## src/rtl/program_loader_pkg.sv

```systemverilog
// program_loader_pkg: shared states and constants for the boot-stream loader (CHK exists only with LOADER_CHECKSUM_EN)
package program_loader_pkg;
    localparam int HDR_BYTES      = 2;
    localparam int BYTES_PER_WORD = 4;
    localparam int DEFAULT_DEPTH  = 256;
    localparam int NW             = 8 * HDR_BYTES;
    typedef enum logic [2:0] {
        HDR_HI,
        HDR_LO,
        DATA,
`ifdef LOADER_CHECKSUM_EN
        CHK,
`endif
        DONE,
        ERROR
    } state_t;
endpackage

```

## src/rtl/program_loader_packer.sv

```systemverilog
// byte_to_word_packer: assembles MSB-first bytes into 32-bit words, flags the completing byte
module byte_to_word_packer
    import program_loader_pkg::*;
(
    input  logic        clk,
    input  logic        rst,
    input  logic        clear,
    input  logic        load,
    input  logic [7:0]  data_in,
    output logic [31:0] word,
    output logic        word_valid
);
    localparam int CW = $clog2(BYTES_PER_WORD);
    logic [8*(BYTES_PER_WORD-1)-1:0] shreg;
    logic [CW-1:0] cnt;
    assign word       = {shreg, data_in};
    assign word_valid = load && cnt == CW'(BYTES_PER_WORD - 1);
    // shift accepted bytes in; counter wraps after the last byte of a word
    always_ff @(posedge clk) begin
        if (rst || clear) begin
            shreg <= '0;
            cnt   <= '0;
        end else if (load) begin
            shreg <= word[8*(BYTES_PER_WORD-1)-1:0];
            cnt   <= cnt + 1'b1;
        end
    end
endmodule

```

## src/rtl/program_loader.sv

```systemverilog
// program_loader: parses a length-prefixed boot stream into instruction-memory writes; LOADER_CHECKSUM_EN adds a trailing XOR check byte
module program_loader
    import program_loader_pkg::*;
#(
    parameter int          DEPTH     = DEFAULT_DEPTH,
    parameter logic [31:0] BASE_ADDR = 32'h0000_0000
) (
    input  logic        clk,
    input  logic        rst,
    input  logic [7:0]  in_byte,
    input  logic        in_valid,
    output logic        in_ready,
    input  logic        restart,
    output logic        imem_wr_en,
    output logic [31:0] imem_wr_addr,
    output logic [31:0] imem_wr_data,
    output logic        cpu_rst,
    output logic        done,
    output logic        error
);
    localparam int IW = $clog2(DEPTH) + 1;
`ifdef LOADER_CHECKSUM_EN
    localparam state_t AFTER = CHK;
    logic [7:0] csum;
`else
    localparam state_t AFTER = DONE;
`endif
    state_t state, next;
    logic [NW-1:0] n;
    logic [IW-1:0] widx;
    logic [31:0] word;
    logic word_valid;
    logic xfer, load, last, rearm;
    logic [NW-1:0] count;

    assign in_ready = state != DONE && state != ERROR;
    assign xfer     = in_valid && in_ready;
    assign load     = xfer && state == DATA;
    assign count    = {n[NW-1:8], in_byte};
    assign last     = 32'(widx) + 1 == 32'(n);
    assign rearm    = restart && !in_ready;
    assign done     = state == DONE;
    assign error    = state == ERROR;
    assign cpu_rst  = state != DONE;

    byte_to_word_packer packer (
        .clk(clk),
        .rst(rst),
        .clear(rearm),
        .load(load),
        .data_in(in_byte),
        .word(word),
        .word_valid(word_valid)
    );

    // state register
    always_ff @(posedge clk) begin
        if (rst) state <= HDR_HI;
        else     state <= next;
    end

    // next-state decode: header length check, last word, checksum compare, re-arm
    always_comb begin
        next = state;
        case (state)
            HDR_HI: if (xfer) next = HDR_LO;
            HDR_LO: if (xfer) next = count == '0 ? AFTER : (32'(count) > DEPTH ? ERROR : DATA);
            DATA:   if (word_valid && last) next = AFTER;
`ifdef LOADER_CHECKSUM_EN
            CHK:    if (xfer) next = in_byte == csum ? DONE : ERROR;
`endif
            DONE:   if (restart) next = HDR_HI;
            ERROR:  if (restart) next = HDR_HI;
            default: next = HDR_HI;
        endcase
    end

    // header capture, word addressing, write port and running checksum
    always_ff @(posedge clk) begin
        if (rst) begin
            n            <= '0;
            widx         <= '0;
            imem_wr_en   <= 1'b0;
            imem_wr_addr <= BASE_ADDR;
            imem_wr_data <= '0;
`ifdef LOADER_CHECKSUM_EN
            csum         <= '0;
`endif
        end else begin
            imem_wr_en <= word_valid;
            if (word_valid) begin
                imem_wr_data <= word;
                imem_wr_addr <= BASE_ADDR + (32'(widx) << 2);
                widx         <= widx + 1'b1;
            end
            if (xfer && state == HDR_HI) n <= NW'({in_byte, 8'h00});
            if (xfer && state == HDR_LO) n <= count;
`ifdef LOADER_CHECKSUM_EN
            if (load) csum <= csum ^ in_byte;
            if (rearm) csum <= '0;
`endif
            if (rearm) begin
                n    <= '0;
                widx <= '0;
            end
        end
    end
endmodule

```

## config.mk

```make
export PLATFORM = sky130hd
export DESIGN_NAME = program_loader
export DESIGN_NICKNAME = d
export VERILOG_FILES = /design/src/rtl/program_loader_pkg.sv /design/src/rtl/program_loader_packer.sv /design/src/rtl/program_loader.sv
export SDC_FILE = /design/constraint.sdc
export NUM_CORES = 1
export LEC_CHECK = 0
export CAP_MARGIN = 20
export CORE_ASPECT_RATIO = 1.25
export CORE_MARGIN = 1
export CORE_UTILIZATION = 46
export DETAILED_ROUTE_END_ITERATION = 10
export GPL_ROUTABILITY_DRIVEN = 0
export PLACE_DENSITY = 0.76
export SYNTH_ARGS = -nofsm -noshare
export SYNTH_HDL_FRONTEND = slang
export SYNTH_SLANG_ARGS = --single-unit
```

## constraint.sdc

```tcl
create_clock -name clk -period 1.98 [get_ports clk]
set_input_delay 0.396 -clock clk [delete_from_list [all_inputs] [get_ports clk]]
set_output_delay 0.396 -clock clk [all_outputs]
set_load 0.02 [all_outputs]
```

### Nets reached from selected ports, run 1

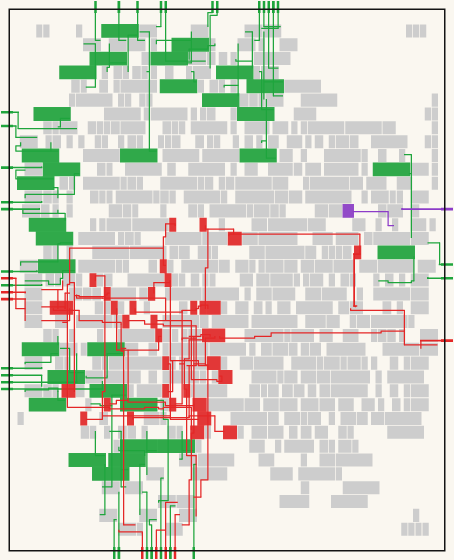
| color | port | bits | direction | edge | end cells | buffers | wire |
|---|---|---|---|---|---|---|---|
| green | `imem_wr_data` | 32 | output | 12 top, 11 left, 7 bottom, 2 right | 32 | 32 | 727 microns |
| purple | `cpu_rst` | 1 | output | right | 1 | 1 | 18.9 microns |
| red | `in_byte` | 8 | input | 4 bottom, 3 left, 1 right | 34 | 16 | 813 microns |

### Cell classes on the final placement, run 1

Bar = 20 microns.
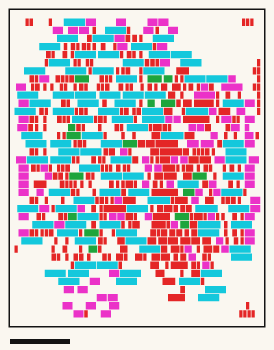
| color | class | cells | share of their area |
|---|---|---|---|
| cyan | flops | 96 | 39% |
| magenta | other buffers and delay cells | 95 | 18% |
| green | clock drivers and dummy loads | 16 | 3.7% |
| red | combinational and other logic | 373 | 40% |

### Congestion heat map, run 1

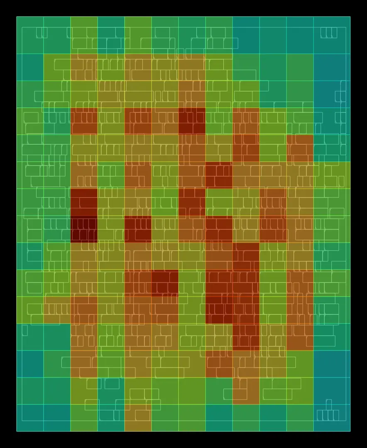
GR peak layer: met2
met2 Usage GRT: 38.31%

==> impl_metrics.json, run 1 <==
{
  "outcome": "completed",
  "detailed_place.area_sq_mm": 0.004776,
  "top_area_cell": "dfxtp_1",
  "p_clk_mw": 1.22,
  "crit_type": "flop to flop",
  "top_cells_by_area": "dfxtp_1 48%, nand2_1 15%, a21oi_1 9.7%",
  "grt_use_total_pct": 21.39,
  "layout-drive-gt1-share_pct": 15.17,
  "area_growth_pct": 27.42,
  "cp.buffers_inverters": 0,
  "wl_per_cell_microns": 13.84,
  "cts_buffers": 9,
  "grt_overflow": 0,
  "most_common_cell": "nand2_1",
  "fin_crit_ps": 1926,
  "cp_top_family": "AND-OR/OR-AND gates",
  "die_width_microns": 85.29,
  "start_kind": "flop",
  "path_depth": 7,
  "end_kind": "flop",
  "io_buffers": 57,
  "largest_reg_flops": 32,
  "largestRegisters": "imem_wr_data: 32 flops, packer.shreg: 24 flops, n: 16 flops",
  "first_pass_iters": 4,
  "reg2reg_from": "state[2]",
  "mux_area_share_pct": 0.2509,
  "reg2reg_to": "state[0]",
  "post-route-drc-count": 0,
  "fin_crit_sh_pct": 97.26,
  "ys_chip_area_sq_mm": 0.003989,
  "hold_path.class": "flop to flop",
  "viasPerCell": 5.238,
  "finalSetupTns_ps": 0,
  "met1_usage_pct": 24.95,
  "fin_nets": 589,
  "cp.required_ps": 2280,
  "grt_max_degree": 52,
  "topRoutingLayerUsed": "met4",
  "met1Wirelength_microns": 3939,
  "synth-edff-count": 0,
  "ys.flops": 96,
  "syn-mean-instance-area_sq_um": 7.899,
  "wl_met3_microns": 452,
  "xor_share_pct": 4.611,
  "crit_start": "state[2]",
  "yosys_warnings": 0,
  "p_leak_nw": 1.814,
  "fp.dieH_microns": 106.1,
  "crit_path_end": "state[0]",
  "clkTransAtPathRegs_ps": 100,
  "power.switching_mw": 1.002,
  "worst_ir_drop_vdd_uv": 373.3,
  "initial_utilization_pct": 47.87,
  "wl_met2_microns": 4791,
  "lay_top_count": "nand2_1",
  "setup_violations": 0,
  "cts.repair.resized": 14,
  "clk_latency_ps": 370,
  "ys_sh_aoi_pct": 14.08,
  "pin_count": 81,
  "drv_cap": 0,
  "lay_top_cells": "161 x nand2_1, 90 x dfxtp_1, 77 x a21oi_1",
  "min_from": "packer.shreg[19]",
  "first_global_vias": 3269,
  "die_area_sq_mm": 0.009050,
  "postLayoutCoreUtil_pct": 60.99,
  "rows": 37,
  "top_power_group": "sequential cells",
  "top_area_share_pct": 48.18,
  "coreArea_sq_mm": 0.008333,
  "cp.arrival_ps": 2230,
  "setup_slack_ps": 54.27,
  "power.share.clock_pct": 33.9,
  "warnings": 27,
  "adder_share_pct": 0.6274,
  "clkSinkCount": 96,
  "antenna_found_initial": 0,
  "drt_iter0_markers": 173,
  "p_int_mw": 2.595,
  "htree_num_levels": 3,
  "fin_worst_skew_ps": 8.143,
  "synth_stat.cells": 505,
  "path_max_fanout": 5,
  "power.density_mw_per_mm2": 707.7,
  "holdPathEnd": "imem_wr_data[27]",
  "reg2reg_depth": 7,
  "common_cells": "162 x nand2_1, 96 x dfxtp_1, 77 x a21oi_1",
  "holdPathStages": 2
}
==> run 1: area by class of cell <==
| class | count | area (sq um) |
|---|---|---|
| repair buffers | 95 | 878.3 |
| fillers | 726 | 3251 |
| multi-input cells | 370 | 1957 |
| well taps | 97 | 121.4 |
| clock inverters | 7 | 61.31 |
| inverters | 3 | 11.26 |
| flip-flops and latches | 96 | 1929 |
| clock buffers | 9 | 123.9 |
==> run 1: stage by stage <==
stage,power [mW],cells,hold WS (ps)
3_3_place_gp,2.379,661,438.9
4_1_cts,3.587,677,459.1
3_5_place_dp,2.390,661,445.4
2_1_floorplan,2.282,527,432.1
6_report,3.597,677,457.5
5_1_grt,3.724,677,473.3
## Run 2: what changed since run 1
--- a/config.mk
+++ b/config.mk
@@ -15,3 +15,4 @@
 export SYNTH_ARGS = -nofsm -noshare
 export SYNTH_HDL_FRONTEND = slang
 export SYNTH_SLANG_ARGS = --single-unit
+export TNS_END_PERCENT = 100
### Cell sizes after repair, run 2

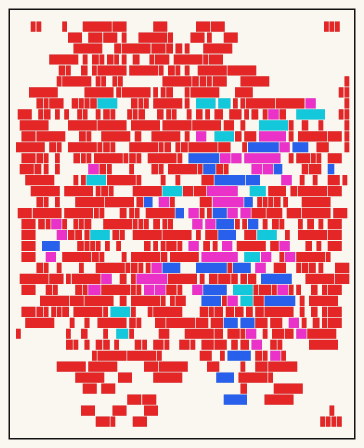
| color | size | cells | most used |
|---|---|---|---|
| cyan | _6 and larger | 16 | clkbuf_8 |
| magenta | _3 and _4 cells | 44 | buf_4 |
| blue | _2 cells | 28 | dfxtp_2 |
| red | _0 and _1 cells | 492 | nand2_1 |

==> run 2 against run 1 <==
Register-to-register slack is essentially flat. Non-clock buffer count did not move. Largest cell class unchanged. Power is the same. Synthesized area did not move. Clock skew is the same. Highest routed layer unchanged. Largest power group unchanged. Die area did not move. Sequential share of layout area did not move.
==> impl_metrics.json, run 2 <==
{
  "outcome": "completed",
  "detailed_place.area_sq_mm": 0.004776,
  "largestRegisters": "imem_wr_data: 32 flops, packer.shreg: 24 flops, n: 16 flops",
  "clkSinkCount": 96,
  "clkTransAtPathRegs_ps": 100,
  "synth-edff-count": 0,
  "cp.buffers_inverters": 0,
  "fin_crit_sh_pct": 97.26,
  "antenna_found_initial": 0,
  "use_met2_pct": 38.31,
  "power.switching_mw": 1.002,
  "n_all_buffers": 95,
  "warnings": 27,
  "postLayoutCoreUtil_pct": 60.99,
  "total_power_mw": 3.597,
  "first_pass_iters": 4,
  "flop_area_sq_mm": 0.001929,
  "comb_share_pct": 38.50,
  "lay_top_count": "nand2_1",
  "hold_path.class": "flop to flop",
  "pin_count": 81,
  "yosys_warnings": 0,
  "die_width_microns": 85.29,
  "grt_busiest_layer": "met2",
  "io_buffers": 57,
  "path_depth": 7,
  "fin_nets": 589,
  "die_area_sq_mm": 0.009050,
  "drt_iter0_markers": 173,
  "most_common_cell": "nand2_1",
  "dp.cells": 661,
  "ys_chip_area_sq_mm": 0.003989,
  "cts_buffers": 9,
  "common_cells": "162 x nand2_1, 96 x dfxtp_1, 77 x a21oi_1",
  "fp.dieH_microns": 106.1,
  "layout.cells.non_filler": 677,
  "worst_ir_drop_vdd_uv": 373.3,
  "coreArea_sq_mm": 0.008333,
  "cp_top_family": "AND-OR/OR-AND gates",
  "p_int_mw": 2.595,
  "top_area_share_pct": 48.18,
  "fin_crit_ps": 1926,
  "top_area_cell": "dfxtp_1",
  "crit_start": "state[2]",
  "setup_slack_ps": 54.27,
  "crit_type": "flop to flop",
  "wl_met2_microns": 4791,
  "topRoutingLayerUsed": "met4",
  "finalSetupTns_ps": 0,
  "ys.flops": 96,
  "hold_ws_ps": 457.5,
  "buf_share_pct": 17.28,
  "clk_latency_ps": 370,
  "power.share.clock_pct": 33.9,
  "p_clk_mw": 1.22,
  "reg2reg_from": "state[2]",
  "setup_violations": 0,
  "grt_use_total_pct": 21.39,
  "viasPerCell": 5.238,
  "largest_reg_flops": 32,
  "power.density_mw_per_mm2": 707.7,
  "cts.repair.resized": 14,
  "initial_utilization_pct": 47.87,
  "met1_usage_pct": 24.95,
  "syn-mean-instance-area_sq_um": 7.899,
  "mi_logic_area_sq_mm": 0.001957,
  "sh_seq_area_pct": 37.96,
  "inverters": 3
}
-- run 2: cell counts in the layout (fill, tap and decap cells not counted) --
No cell type changed its count.
-- run 2: logic make-up (layout without fill, tap and decap cells) --
family | count (synthesis) | count (layout) | synth area share (%)
fa+ha+maj | 2 | 2 | 0.6273
xor+xnor | 21 | 21 | 4.611
compound gates | 98 | 98 | 14.08
mux | 1 | 1 | 0.2510
buf+inv | 61 | 114 | 8.344
other cells | 1 | 23 | 0.09401
flops | 96 | 96 | 48.18
simple gates | 225 | 225 | 23.81
-- run 2: worst paths after layout --
kind / endpoint / slack [ps]
worst max-delay path: state[0] / 50
worst max register to register: state[0] / 50
worst min-delay path: imem_wr_data[27] / 460
worst min register to register: imem_wr_data[27] / 460
No activity file was given, so power comes from the tool's default toggle rates.
